File: src/rtl/wire_pipeline_pkg.sv
// Shared definitions for wire_pipeline: mode encoding and count-width helper.
package wire_pipeline_pkg;

  localparam int unsigned MODE_W = 1;

  typedef enum logic [MODE_W-1:0] {
    MODE_PIPE   = 1'b0,
    MODE_BYPASS = 1'b1
  } mode_e;

  // Bits needed to hold an occupancy from 0 to depth inclusive.
  function automatic int unsigned cnt_width(input int unsigned depth);
    return $clog2(depth + 1);
  endfunction

endpackage

File: src/rtl/wire_stage.sv
// One elastic pipeline slot: a data register plus its valid bit.
module wire_stage #(
  parameter int unsigned WIDTH = 1
) (
  input  logic             clk,
  input  logic             areset,
  input  logic             i_advance,
  input  logic             i_valid,
  input  logic [WIDTH-1:0] i_data,
  output logic             o_valid,
  output logic [WIDTH-1:0] o_data
);

  logic             r_valid;
  logic [WIDTH-1:0] r_data;

  // Data only moves with a valid word so empty slots keep their last value.
  always_ff @(posedge clk or posedge areset) begin
    if (areset) begin
      r_valid <= 1'b0;
      r_data  <= '0;
    end else if (i_advance) begin
      r_valid <= i_valid;
      if (i_valid) begin
        r_data <= i_data;
      end
    end
  end

  assign o_valid = r_valid;
  assign o_data  = r_data;

endmodule

File: src/rtl/wire_pipeline.sv
// Elastic DEPTH-stage valid/ready register pipeline with a drain-then-switch
// combinational bypass mode.
module wire_pipeline
  import wire_pipeline_pkg::*;
#(
  parameter int unsigned WIDTH = 1,
  parameter int unsigned DEPTH = 2
) (
  input  logic                          clk,
  input  logic                          areset,
  input  logic [WIDTH-1:0]              in_1,
  input  logic                          in_valid,
  output logic                          in_ready,
  output logic [WIDTH-1:0]              out_1,
  output logic                          out_valid,
  input  logic                          out_ready,
  input  logic                          bypass,
  output logic                          mode_bypass,
  output logic [cnt_width(DEPTH)-1:0]   count,
  output logic                          busy
);

  localparam int unsigned CW = cnt_width(DEPTH);

  mode_e            r_mode;
  mode_e            w_mode_next;
  logic [CW-1:0]    r_count;
  logic [CW-1:0]    w_count_next;
  logic [DEPTH-1:0] w_v;
  logic [DEPTH-1:0] w_cap;
  logic [DEPTH-1:0] w_adv;
  logic [WIDTH-1:0] w_d [DEPTH];
  logic             w_pipe;
  logic             w_in_xfer;
  logic             w_out_xfer;

  assign w_pipe = (r_mode == MODE_PIPE);

  // w_cap[k]: stage k's word can move on (a hole exists downstream, or the sink takes the tail).
  always_comb begin
    logic hole;
    w_cap = '0;
    hole  = out_ready;
    for (int k = int'(DEPTH) - 1; k >= 0; k--) begin
      w_cap[k] = hole;
      hole     = hole | ~w_v[k];
    end
  end

  assign w_adv = {DEPTH{w_pipe}} & (~w_v | w_cap);

  assign in_ready  = w_pipe ? (~bypass & w_adv[0]) : out_ready;
  assign out_valid = w_pipe ? w_v[DEPTH-1] : in_valid;
  assign out_1     = w_pipe ? w_d[DEPTH-1] : in_1;

  assign w_in_xfer  = w_pipe & in_valid & in_ready;
  assign w_out_xfer = w_pipe & w_v[DEPTH-1] & out_ready;

  for (genvar k = 0; k < DEPTH; k++) begin : g_stage
    logic             w_sv;
    logic [WIDTH-1:0] w_sd;

    if (k == 0) begin : g_head
      assign w_sv = w_in_xfer;
      assign w_sd = in_1;
    end else begin : g_body
      assign w_sv = w_v[k-1];
      assign w_sd = w_d[k-1];
    end

    wire_stage #(.WIDTH(WIDTH)) u_stage (
      .clk      (clk),
      .areset   (areset),
      .i_advance(w_adv[k]),
      .i_valid  (w_sv),
      .i_data   (w_sd),
      .o_valid  (w_v[k]),
      .o_data   (w_d[k])
    );
  end

  // Occupancy tracks transfers; it is zero whenever bypass is in effect.
  always_comb begin
    w_count_next = r_count;
    if (w_pipe) begin
      w_count_next = r_count + CW'(w_in_xfer) - CW'(w_out_xfer);
    end else begin
      w_count_next = '0;
    end
  end

  always_ff @(posedge clk or posedge areset) begin
    if (areset) begin
      r_count <= '0;
    end else begin
      r_count <= w_count_next;
    end
  end

  // Mode register: enter bypass only once drained, leave on the next edge.
  always_ff @(posedge clk or posedge areset) begin
    if (areset) begin
      r_mode <= MODE_PIPE;
    end else begin
      r_mode <= w_mode_next;
    end
  end

  always_comb begin
    w_mode_next = r_mode;
    case (r_mode)
      MODE_PIPE: begin
        if (bypass && (w_count_next == '0)) begin
          w_mode_next = MODE_BYPASS;
        end
      end
      MODE_BYPASS: begin
        if (!bypass) begin
          w_mode_next = MODE_PIPE;
        end
      end
      default: w_mode_next = MODE_PIPE;
    endcase
  end

  assign mode_bypass = (r_mode == MODE_BYPASS);
  assign count       = r_count;
  assign busy        = (r_count != '0);

endmodule

File: config.mk
export PLATFORM = sky130hd
export DESIGN_NAME = wire_pipeline
export DESIGN_NICKNAME = d
export VERILOG_FILES = /design/src/rtl/wire_pipeline_pkg.sv /design/src/rtl/wire_stage.sv /design/src/rtl/wire_pipeline.sv
export SDC_FILE = /design/constraint.sdc
export NUM_CORES = 1
export LEC_CHECK = 0
export CORE_ASPECT_RATIO = 1.1
export CORE_MARGIN = 2
export CORE_UTILIZATION = 25
export DETAILED_ROUTE_END_ITERATION = 7
export PLACE_DENSITY_LB_ADDON = 0.2
export SYNTH_ARGS = -nofsm -noshare
export SYNTH_HDL_FRONTEND = slang
export SYNTH_SLANG_ARGS = --single-unit
File: constraint.sdc
create_clock -name clk -period 1.8 [get_ports clk]
set_input_delay 0.36 -clock clk [delete_from_list [all_inputs] [get_ports clk]]
set_output_delay 0.36 -clock clk [all_outputs]
set_load 0.005 [all_outputs]
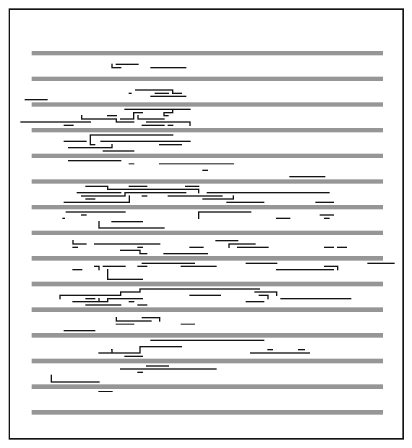
Figure 1: met1 routing.
Supply wires on this layer in grey.
The layer holds 43% of the routed length. The layer carries 382 um of wire.

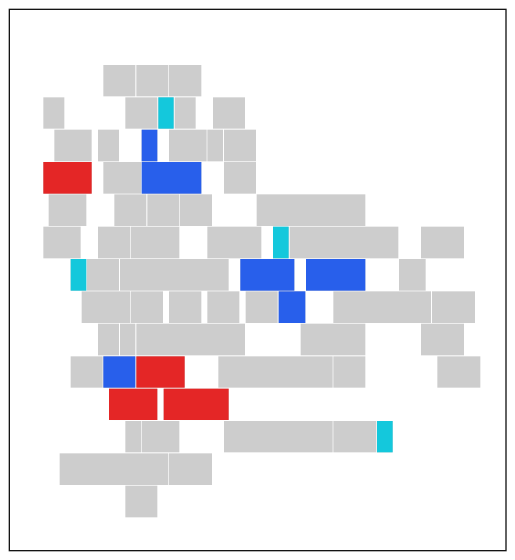
Figure 2: selected gate families.
Key: multiplexers = red [cells 4]; NOR gates = blue [cells 6]; inverters = cyan [cells 4]

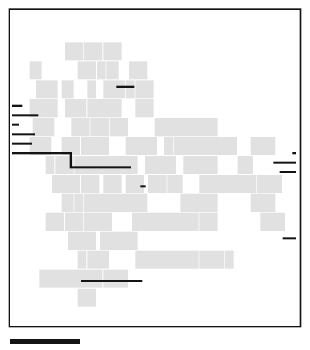
Figure 3: M3 wires.
The bar under the picture is 10 um long.
The layer holds 5.4% of the routed length. 12 nets have wire on it.

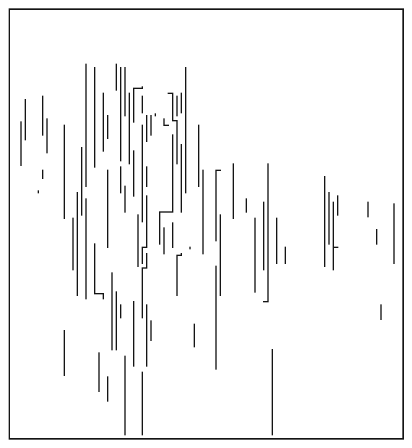
Figure 4: met2 routing.
66 nets have wire on it. The layer holds 50% of the routed length.

## critical path: stages (launching register included)
cell and delay, ns:
dfrtp_1 0.37, nor2b_4 0.13, a2111o_1 0.40, ha_1 0.31
inv_1 0.07, ha_2 0.16, xnor3_1 0.21, nor2_2 0.12
nor3b_2 0.06
## Yosys cell counts
master,n
nor2b_4,1
nor2_1,2
nand2_1,2
o21ai_0,1
clkbuf_1,1
mux2_4,1
a21oi_1,2
or2_2,1
and3_2,1
a2111o_1,1
inv_1,4
nor2b_1,1
xnor3_1,1
ha_1,2
nor3b_1,2
dfrtp_1,7
mux2_2,3
a22o_1,1
## state kept, by name (all words and copies together), names as in the netlist
register and cells:
count 2, g_stage.u_stage.o_data 2, g_stage.u_stage.o_valid 2, mode_bypass 1
## routing by layer
metal  track usage (%)  up-vias  routed length [um]
li1                  -      180                   -
met1             13.15      163                 381
met2             19.69       14                 435
met3             3.571        2                  47
met4             5.806        0                  13
met5                 0        -                   0
## cell families after synthesis
group / synth area share (%)
AOI/OAI and AO/OA: 9.002
xor gates and xnor gates: 5.787
adders and majority gates: 6.430
buffers and inverters: 4.821
DFF: 45.02
muxes: 12.54
and+or+nand+nor: 16.40
## power groups by stage
stage / Combinational [mW] / Sequential (mW) / Clock [mW]
floorplan: 0.262 / 0.275 / 0
global placement: 0.541 / 0.278 / 0
detailed placement: 0.559 / 0.285 / 0
CTS: 0.576 / 0.282 / 0.149
global route: 0.696 / 0.293 / 0.159
finish: 0.635 / 0.282 / 0.144
## metrics by stage
step / utilization, % / worst slack, ns / cell area, um^2
floorplan: - / -0.07532 / 391.6
global route: 48.15 / -0.2048 / 683.2
global placement: 42.50 / -0.5124 / 603.1
finish: 48.15 / -0.1320 / 683.2
CTS: 45.86 / -0.1456 / 650.6
detailed placement: 42.50 / -0.5636 / 603.1
==> impl_metrics.tcl <==
# collected from the flow reports
set metrics [dict create \
    outcome "finished with violations" \
    violations "negative setup slack" \
    final_layout_top_logic_cells "buf_4 (15), dfrtp_1 (6), clkdlybuf4s50_1 (6), inv_1 (4), dlygate4sd2_1 (4)" \
    die_h_um 45.38 \
    antenna_found_initial 0 \
    comb_share_pct 31.69 \
    rr_startpoint "g_stage[1].u_stage.o_valid" \
    synth.top_cell.area_share_pct 45.02 \
    rows 14 \
    seq_area_share_pct 25.82 \
    fmaxAchievable_mhz 517.6 \
    largestClassByArea "non-clock buffers" \
    area_growth_pct 75.56 \
    yosys_warnings 0 \
    finalMaxSlewViolations 0 \
    final-comb-area_um2 216.5 \
    logic_gates 22 \
    cts_buffers 3 \
    bufAreaShareNonClock_pct 33.52 \
    switching_power_mw 0.3213 \
    holdBufCountCts 0 \
    final_layout_top_logic_cell "buf_4" \
    rsz0062_at_grt "yes" \
    power_density_nw_per_um2 1554 \
    p_leak_nw 0.3515 \
    cp_data_required_time_ns 1.94 \
    p_seq_share_pct 26.6 \
    fin_ws_ns -0.1320 \
    setup_tns_ns -0.1714 \
    top_area_cell "dfrtp_1" \
    netlist-cell-type-count 18 \
    critPathKind "flop to flop" \
    dp.cells 71 \
    die_area_um2 1888 \
    report.final.hold_viol_count 0 \
    gp_congestion 0.7528 \
    htree_levels 1 \
    wl_per_cell_um 10.84 \
    max-cap-violations 0 \
    endpoint "mode_bypass" \
    cts_tree "yes" \
    tool_warnings 29 \
    initial_utilization_pct 27.43 \
    clock_latency_ns 0.25 \
    rrSetupSlack_ns -0.13 \
    grt_max_degree 8 \
    nFillCells 127 \
    syn_avg_cell_area_um2 11.44 \
    ys_cells 34 \
    yosys-top-cells-area "dfrtp_1 (45%), mux2_2 (8.7%), ha_1 (6.4%)" \
    clock-skew-final_ns 0.001648 \
    vias 359 \
    layout.nets 74 \
    ys_chip_area_um2 389.1 \
    ys_seq_share_pct 45.02 \
    arrival_ns 2.07 \
    signal_buffers 28 \
    r2r_end "mode_bypass" \
    setup_viol 2 \
    cts_sinks 7 \
]
Power is estimated from default activity; no workload was simulated.
